`src/rtl/dmem_arb_pkg.sv`:
```
// Shared types and constants for the data-memory arbiter.
package dmem_arb_pkg;

   localparam logic [0:0] S_IDLE  = 1'b0;
   localparam logic [0:0] S_BURST = 1'b1;

   typedef enum logic [0:0] {
      IDLE  = S_IDLE,
      BURST = S_BURST
   } arb_state_t;

   typedef enum logic [1:0] {
      NONE = 2'd0,
      CORE = 2'd1,
      HOST = 2'd2
   } arb_src_t;

   // Host bursts are word-addressed over byte-wide storage.
   localparam int WORD_STRIDE = 4;

endpackage

```
`src/rtl/dmem_burst_ctr.sv`:
```
// Host burst bookkeeping: latched base/length/direction, beat counter,
// wrap-around beat address and last-beat detect.
module dmem_burst_ctr
   import dmem_arb_pkg::*;
#(
   parameter int N     = 16,
   parameter int LEN_W = 8
) (
   input  logic             clk,
   input  logic             rst,
   input  logic             load,
   input  logic             advance,
   input  logic             start_we,
   input  logic [N-1:0]     start_addr,
   input  logic [LEN_W-1:0] start_len,
   output logic             we,
   output logic [N-1:0]     addr,
   output logic             last
);

   logic [N-1:0]     base_reg;
   logic [LEN_W-1:0] len_reg;
   logic [LEN_W-1:0] beat_reg;
   logic             we_reg;

   always_ff @(posedge clk or posedge rst) begin
      if (rst) begin
         base_reg <= '0;
         len_reg  <= '0;
         beat_reg <= '0;
         we_reg   <= 1'b0;
      end else if (load) begin
         base_reg <= start_addr;
         len_reg  <= start_len;
         beat_reg <= '0;
         we_reg   <= start_we;
      end else if (advance) begin
         beat_reg <= beat_reg + LEN_W'(1);
      end
   end

   // N-bit sum drops the carry, so a burst near the top wraps to address 0.
   assign addr = base_reg + N'(beat_reg) * N'(WORD_STRIDE);
   assign last = (beat_reg == len_reg);
   assign we   = we_reg;

endmodule

```
`src/rtl/dmem_arbiter.sv`:
```
// Core/host arbiter for the single-port data memory; core wins by default.
// Optional starvation guard for host bursts: define DMEM_ARB_STARVE_GUARD_EN.
module dmem_arbiter
   import dmem_arb_pkg::*;
#(
   parameter int N            = 16,
   parameter int BITS         = 32,
   parameter int LEN_W        = 8,
   parameter int STARVE_LIMIT = 8
) (
   input  logic             clk,
   input  logic             rst,
   input  logic             core_req,
   input  logic             core_we,
   input  logic [N-1:0]     core_addr,
   input  logic [BITS-1:0]  core_wdata,
   output logic             core_gnt,
   output logic             core_rvalid,
   output logic [BITS-1:0]  core_rdata,
   input  logic             host_start,
   input  logic             host_we,
   input  logic [N-1:0]     host_addr,
   input  logic [LEN_W-1:0] host_len,
   input  logic [BITS-1:0]  host_wdata,
   output logic             host_busy,
   output logic             host_gnt,
   output logic             host_rvalid,
   output logic [BITS-1:0]  host_rdata,
   output logic             host_done,
   output logic             mem_we,
   output logic [N-1:0]     mem_addr,
   output logic [BITS-1:0]  mem_wdata,
   input  logic [BITS-1:0]  mem_rdata
);

   arb_state_t      state_reg, state_next;
   arb_src_t        rd_src;
   logic            start_burst, core_take, host_beat, force_host;
   logic            burst_we, burst_last;
   logic [N-1:0]    burst_addr;
   logic            core_rvalid_reg, host_rvalid_reg, host_done_reg;
   logic [BITS-1:0] core_rdata_reg, host_rdata_reg;

   assign start_burst = (state_reg == IDLE) && host_start;
   assign core_take   = core_req && !force_host;
   assign host_beat   = (state_reg == BURST) && !core_take;

`ifdef DMEM_ARB_STARVE_GUARD_EN
   localparam int SC_W = (STARVE_LIMIT > 1) ? $clog2(STARVE_LIMIT + 1) : 1;
   logic [SC_W-1:0] starve_reg;

   assign force_host = (state_reg == BURST) && (starve_reg == SC_W'(STARVE_LIMIT));

   always_ff @(posedge clk or posedge rst) begin
      if (rst)
         starve_reg <= '0;
      else if (start_burst || host_beat)
         starve_reg <= '0;
      else if ((state_reg == BURST) && core_take)
         starve_reg <= starve_reg + SC_W'(1);
   end
`else
   // Keeps the guard limit referenced when the guard is compiled out.
   logic unused_limit;
   assign unused_limit = ^STARVE_LIMIT;
   assign force_host   = 1'b0;
`endif

   dmem_burst_ctr #(
      .N     (N),
      .LEN_W (LEN_W)
   ) u_burst_ctr (
      .clk        (clk),
      .rst        (rst),
      .load       (start_burst),
      .advance    (host_beat),
      .start_we   (host_we),
      .start_addr (host_addr),
      .start_len  (host_len),
      .we         (burst_we),
      .addr       (burst_addr),
      .last       (burst_last)
   );

   always_comb begin
      state_next = state_reg;
      case (state_reg)
         IDLE:    if (host_start) state_next = BURST;
         BURST:   if (host_beat && burst_last) state_next = IDLE;
         default: state_next = IDLE;
      endcase
   end

   // Reset forces every memory-side output low, not just the write strobe.
   always_comb begin
      mem_we    = 1'b0;
      mem_addr  = core_addr;
      mem_wdata = core_wdata;
      rd_src    = NONE;
      if (rst) begin
         mem_addr  = '0;
         mem_wdata = '0;
      end else if (core_take) begin
         mem_we = core_we;
         rd_src = core_we ? NONE : CORE;
      end else if (host_beat) begin
         mem_we    = burst_we;
         mem_addr  = burst_addr;
         mem_wdata = host_wdata;
         rd_src    = burst_we ? NONE : HOST;
      end
   end

   always_ff @(posedge clk or posedge rst) begin
      if (rst) begin
         state_reg       <= IDLE;
         core_rvalid_reg <= 1'b0;
         host_rvalid_reg <= 1'b0;
         host_done_reg   <= 1'b0;
         core_rdata_reg  <= '0;
         host_rdata_reg  <= '0;
      end else begin
         state_reg       <= state_next;
         core_rvalid_reg <= (rd_src == CORE);
         host_rvalid_reg <= (rd_src == HOST);
         host_done_reg   <= host_beat && burst_last;
         if (rd_src == CORE) core_rdata_reg <= mem_rdata;
         if (rd_src == HOST) host_rdata_reg <= mem_rdata;
      end
   end

   assign core_gnt    = core_take && !rst;
   assign host_gnt    = host_beat && !rst;
   assign host_busy   = (state_reg == BURST);
   assign core_rvalid = core_rvalid_reg;
   assign core_rdata  = core_rdata_reg;
   assign host_rvalid = host_rvalid_reg;
   assign host_rdata  = host_rdata_reg;
   assign host_done   = host_done_reg;

endmodule

```
`config.mk`:
```
export PLATFORM = sky130hd
export DESIGN_NAME = dmem_arbiter
export DESIGN_NICKNAME = d
export VERILOG_FILES = /design/src/rtl/dmem_arb_pkg.sv /design/src/rtl/dmem_burst_ctr.sv /design/src/rtl/dmem_arbiter.sv
export SDC_FILE = /design/constraint.sdc
export NUM_CORES = 1
export LEC_CHECK = 0
export CORE_MARGIN = 4
export CORE_UTILIZATION = 44
export DETAILED_ROUTE_END_ITERATION = 10
export PLACE_DENSITY_LB_ADDON = 0.3
export SLEW_MARGIN = 25
export SYNTH_ARGS = -nofsm -noshare
export SYNTH_HDL_FRONTEND = slang
export SYNTH_HIERARCHICAL = 1
export SYNTH_SLANG_ARGS = --single-unit
```
`constraint.sdc`:
```
create_clock -name clk -period 4.22 [get_ports clk]
set_clock_uncertainty 0.05 [all_clocks]
set_input_delay 0.844 -clock clk [delete_from_list [all_inputs] [get_ports clk]]
set_output_delay 0.844 -clock clk [all_outputs]
set_load 0.01 [all_outputs]
```
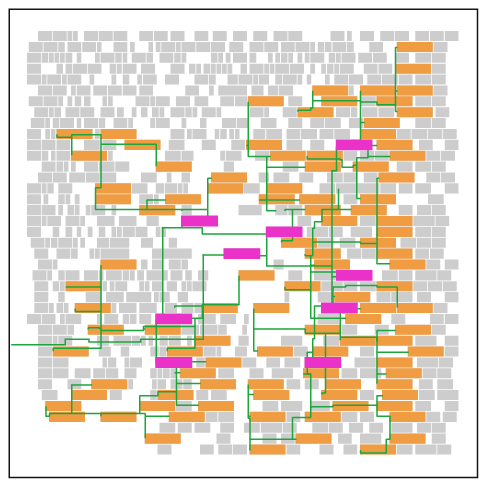
*Clock wires, drivers and flops, run 1*
Scale: 4 px per um.
- orange: flip-flops (count 101)
- magenta: cells driving clock nets (count 9)
- green: clock wires (length 1080 um)
- routed clock nets: 10
- flops lie: spread over the die

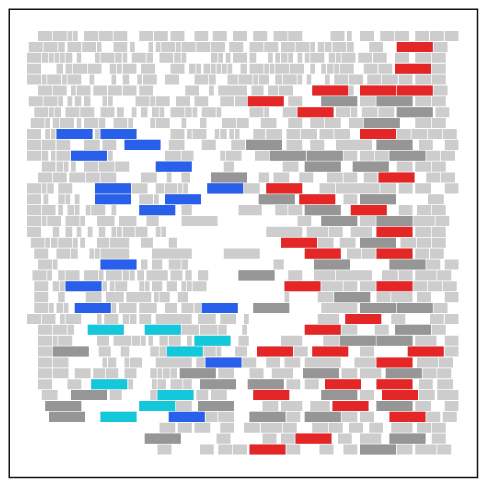
*Sequential cells colored by netlist name, run 1*
Scale: 4 px per um. Other sequential cells in the stronger gray, the rest of the logic in the fainter gray.
- red: `core_rdata` (placed flops 32)
- blue: `u_burst_ctr/base_reg` (placed flops 16)
- cyan: `u_burst_ctr/beat_reg` (placed flops 8)
- not colored: 45

==> CHANGELOG.md, run 1 <==
### Metrics

- Num Clock Sinks: 101
- Cell with the most instances after synthesis: sky130_fd_sc_hd__nand2_1
- Number of buffer and inverter stages on the critical path: 2
- Count of synthesis-stage warnings from yosys: 6
- Top_reg_cell synth: sky130_fd_sc_hd__dfrtp_1
- Share of the synthesized area in the top cell type: 48.6%
- Yosys cell count: 476
- Power per unit of standard cell area: 553 nW/um2
- Cell count along the critical path: 11
- Sequential Power: 1.61 mW
- Yosys stat area: 5200 um2
- HPWL Detailed: 12.2 mm
- Result of the run: finished clean
- Sequence of cells on the critical path: ha_1, inv_1, fa_1, nor2b_4, o31a_4, o32ai_4, nor2_1, xor2_1, nand2_1, a21oi_1, clkdlybuf4s50_1
- FF-to-FF setup slack: 2110 ps
- Number of nets still failing antenna checks after routing: 0
- Late-Pin Clk Latency: 330 ps
- Number of violations of the max-capacitance limit: 0
- Final Hold Violating Endpoints: 0
- Worst EP required: 3330 ps
- Data arrival time of the critical path: 3110 ps
- Final count of negative-setup-slack endpoints: 0
- Overall chip area: 13600 um2
- Maximum clock rate: 250 MHz
- Layout Cell Area excl Fill: 8150 um2
- Amount of wire on met3 after detailed routing: 1.13 mm
- Cell count after synthesis: 476
- Crit path max fanout: 5
- Routed met1 length: 6.62 mm
- Final worst-path setup slack: 218 ps
- Total length of routed wires: 15.8 mm
- CTS-repair resized insts: 0
- RSZ-0062 raised after global routing: no
- Sequential power share: 35.7%
- Hold_ws: 436 ps
- Avg Synthesized Cell Area: 10.9 um2
- Wire length of the first global-routing pass: 23.7 mm
- Number of H-tree levels: 3
- Reg2Reg Capture Point: host_rdata[10]
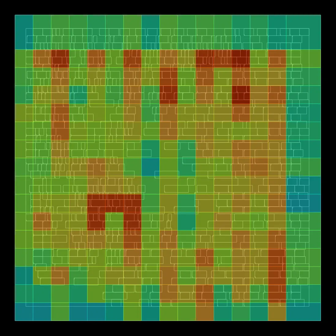
*Congestion heat map, run 1*
busiest layer in global routing: met2
final standard cell utilization of the core: 71.1%

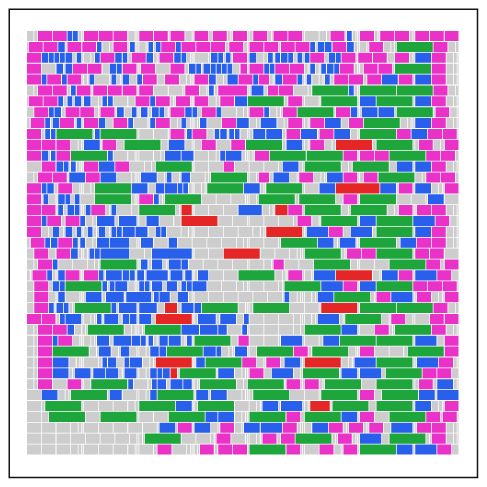
*Placement by cell class, run 1*
Scale: 4 px per um. Fill, decap, tap and diode cells in gray.
- red: clock drivers and dummy loads (cells 15; share of their area 3.8%)
- blue: all other logic (cells 344; share of their area 31%)
- magenta: other buffers and delay cells (cells 267; share of their area 33%)
- green: flops (cells 101; share of their area 32%)

## Run 2: what changed since run 1
--- a/config.mk
+++ b/config.mk
@@ -5,6 +5,7 @@
 export SDC_FILE = /design/constraint.sdc
 export NUM_CORES = 1
 export LEC_CHECK = 0
+export ABC_AREA = 0
 export CORE_MARGIN = 4
 export CORE_UTILIZATION = 44
 export DETAILED_ROUTE_END_ITERATION = 10
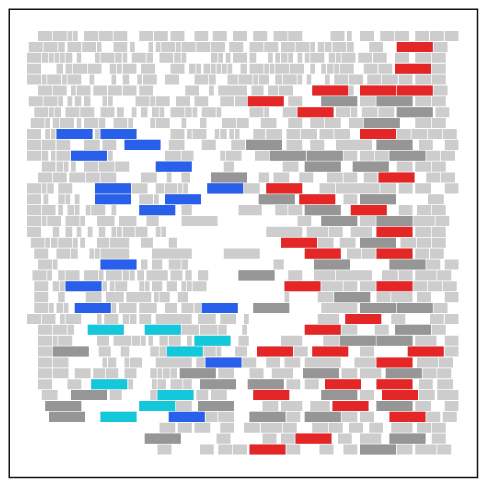
*Sequential cells colored by netlist name, run 2*
Scale: 4 px per um. Other sequential cells in the stronger gray, the rest of the logic in the fainter gray.
- red: `core_rdata` (placed flops 32)
- blue: `u_burst_ctr/base_reg` (placed flops 16)
- cyan: `u_burst_ctr/beat_reg` (placed flops 8)

==> run 2 against run 1 <==
Cell area stayed put. First-iteration DRC count stayed put. Combinational power hardly changed. Total power stayed put. Global-route usage stayed put. Wire length stayed put. Critical path type unchanged. Largest cell class unchanged. Largest power group unchanged.
==> CHANGELOG.md, run 2 <==
### Metrics

- GR Layer Usage met1: 29.3%
- CTS-repair resized insts: 0 (unchanged)
- Final count of negative-setup-slack endpoints: 0 (unchanged)
- Cell total after placement: 855
- Clock tree from TritonCTS: done
- Power per unit of standard cell area: 553 nW/um2 (unchanged)
- Final worst-path setup slack: 218 ps (unchanged)
- Via count of the first global-routing pass: 4509
- Avg Synthesized Cell Area: 10.9 um2 (unchanged)
- Cell count along the critical path: 11 (unchanged)
- Routability congestion estimate from global placement: 0.824
- Late-Pin Clk Latency: 330 ps (about the same)
- Yosys stat area: 5200 um2 (unchanged)
- Number of nets still failing antenna checks after routing: 0 (unchanged)
- Count of warning messages emitted by the tools: 26
- Total length of routed wires: 15.8 mm (unchanged)
- Worst EP required: 3330 ps (about the same)
- Crit path max fanout: 5 (unchanged)
- Number of logic inverters in the finished layout: 9
- Number of H-tree levels: 3 (unchanged)
- Library cells used by synthesis: 38
- Hold_ws: 436 ps (unchanged)
- Final period demand of the worst path: 4000 ps
- Layout Cell Area excl Fill: 8150 um2 (unchanged)
- Sequential power share: 35.7% (about the same)
- Top cells, area: sky130_fd_sc_hd__dfrtp_1, sky130_fd_sc_hd__mux2_2, sky130_fd_sc_hd__nand2_1
- Multi-input gate area: 2450 um2
- Number of flops mapped to enable cells by yosys: 0
- Final Hold Violating Endpoints: 0 (unchanged)
- DRT iter0 DRCs: 218
- Master of the slowest instance on the critical path: sky130_fd_sc_hd__clkdlybuf4s50_1
- Sequence of cells on the critical path: ha_1, inv_1, fa_1, nor2b_4, o31a_4, o32ai_4, nor2_1, xor2_1, nand2_1, a21oi_1, clkdlybuf4s50_1
- Overall chip area: 13600 um2 (unchanged)
- Result of the run: finished clean
- Synthesized-area fraction occupied by xor and xnor cells: 4.05%
- Number of violations of the max-capacitance limit: 0 (unchanged)
- Sequential Power: 1.61 mW (about the same)
- Number of antenna violations at the first check in global routing: 0
- Routed via count: 4408
- Top_reg_cell synth: sky130_fd_sc_hd__dfrtp_1
- Cell with the most instances after synthesis: sky130_fd_sc_hd__nand2_1
- Grt total ovfl: 0
- Final standard cell utilization of the core: 71.1% (unchanged)
- Reg2Reg Capture Point: host_rdata[10]
- Logic Gate Count: 335
- Non-Clock Buffer Count: 267
- Top routing layer used: met4
- Destination of the worst hold path: core_rdata[25]
- Height of the chip: 117 um
- Share of the synthesized area in the top cell type: 48.6% (unchanged)
- Busiest layer in global routing: met2
- HPWL Detailed: 12.2 mm (unchanged)
- Wire length of the first global-routing pass: 23.7 mm (unchanged)
- Share of the clock period used by the worst path after layout: 94.8%
- Count of synthesis-stage warnings from yosys: 6 (unchanged)
- Transition time at the pin with the least slew margin: 979 ps
- Path class of the lowest-slack min-delay path: flip-flop to flip-flop
- Maximum clock rate: 250 MHz (unchanged)
- Syn nets: 628
- Maximum resistive drop on vdd: 0.336 mV
- Beginning of the critical path: u_burst_ctr/beat_reg[0]
- Data arrival time of the critical path: 3110 ps (about the same)
- Clock group share of total power: 18.2%
- Number of diodes: 0
- Yosys cell count: 476 (unchanged)
- Routed met1 length: 6.62 mm (unchanged)
- RSZ-0062 raised after global routing: no
- Largest logic family: multiplexers
- Num Clock Sinks: 101 (unchanged)
- Clock group total power: 0.819 mW
- Met2 layer usage reported by global route: 38.1%
- Overall track demand over capacity in global routing: 22.4%
- Source of the worst hold timing path: core_rdata[25]
- Number of buffer and inverter stages on the critical path: 2 (unchanged)
- Storage element area: 2530 um2
- Filler-free cell count of the finished design: 870
- FF-to-FF setup slack: 2110 ps (about the same)
- Cell count after synthesis: 476 (unchanged)
- Drt first pass iters: 4
- Most common library cell in the layout ignoring fill and taps: sky130_fd_sc_hd__clkdlybuf4s50_1
- Synth Area in Adders: 2.55%
- Clock buffer and inverter area fraction after layout: 3.67%
- Amount of wire on met3 after detailed routing: 1.13 mm (unchanged)
No activity file was given, so power comes from the tool's default toggle rates.
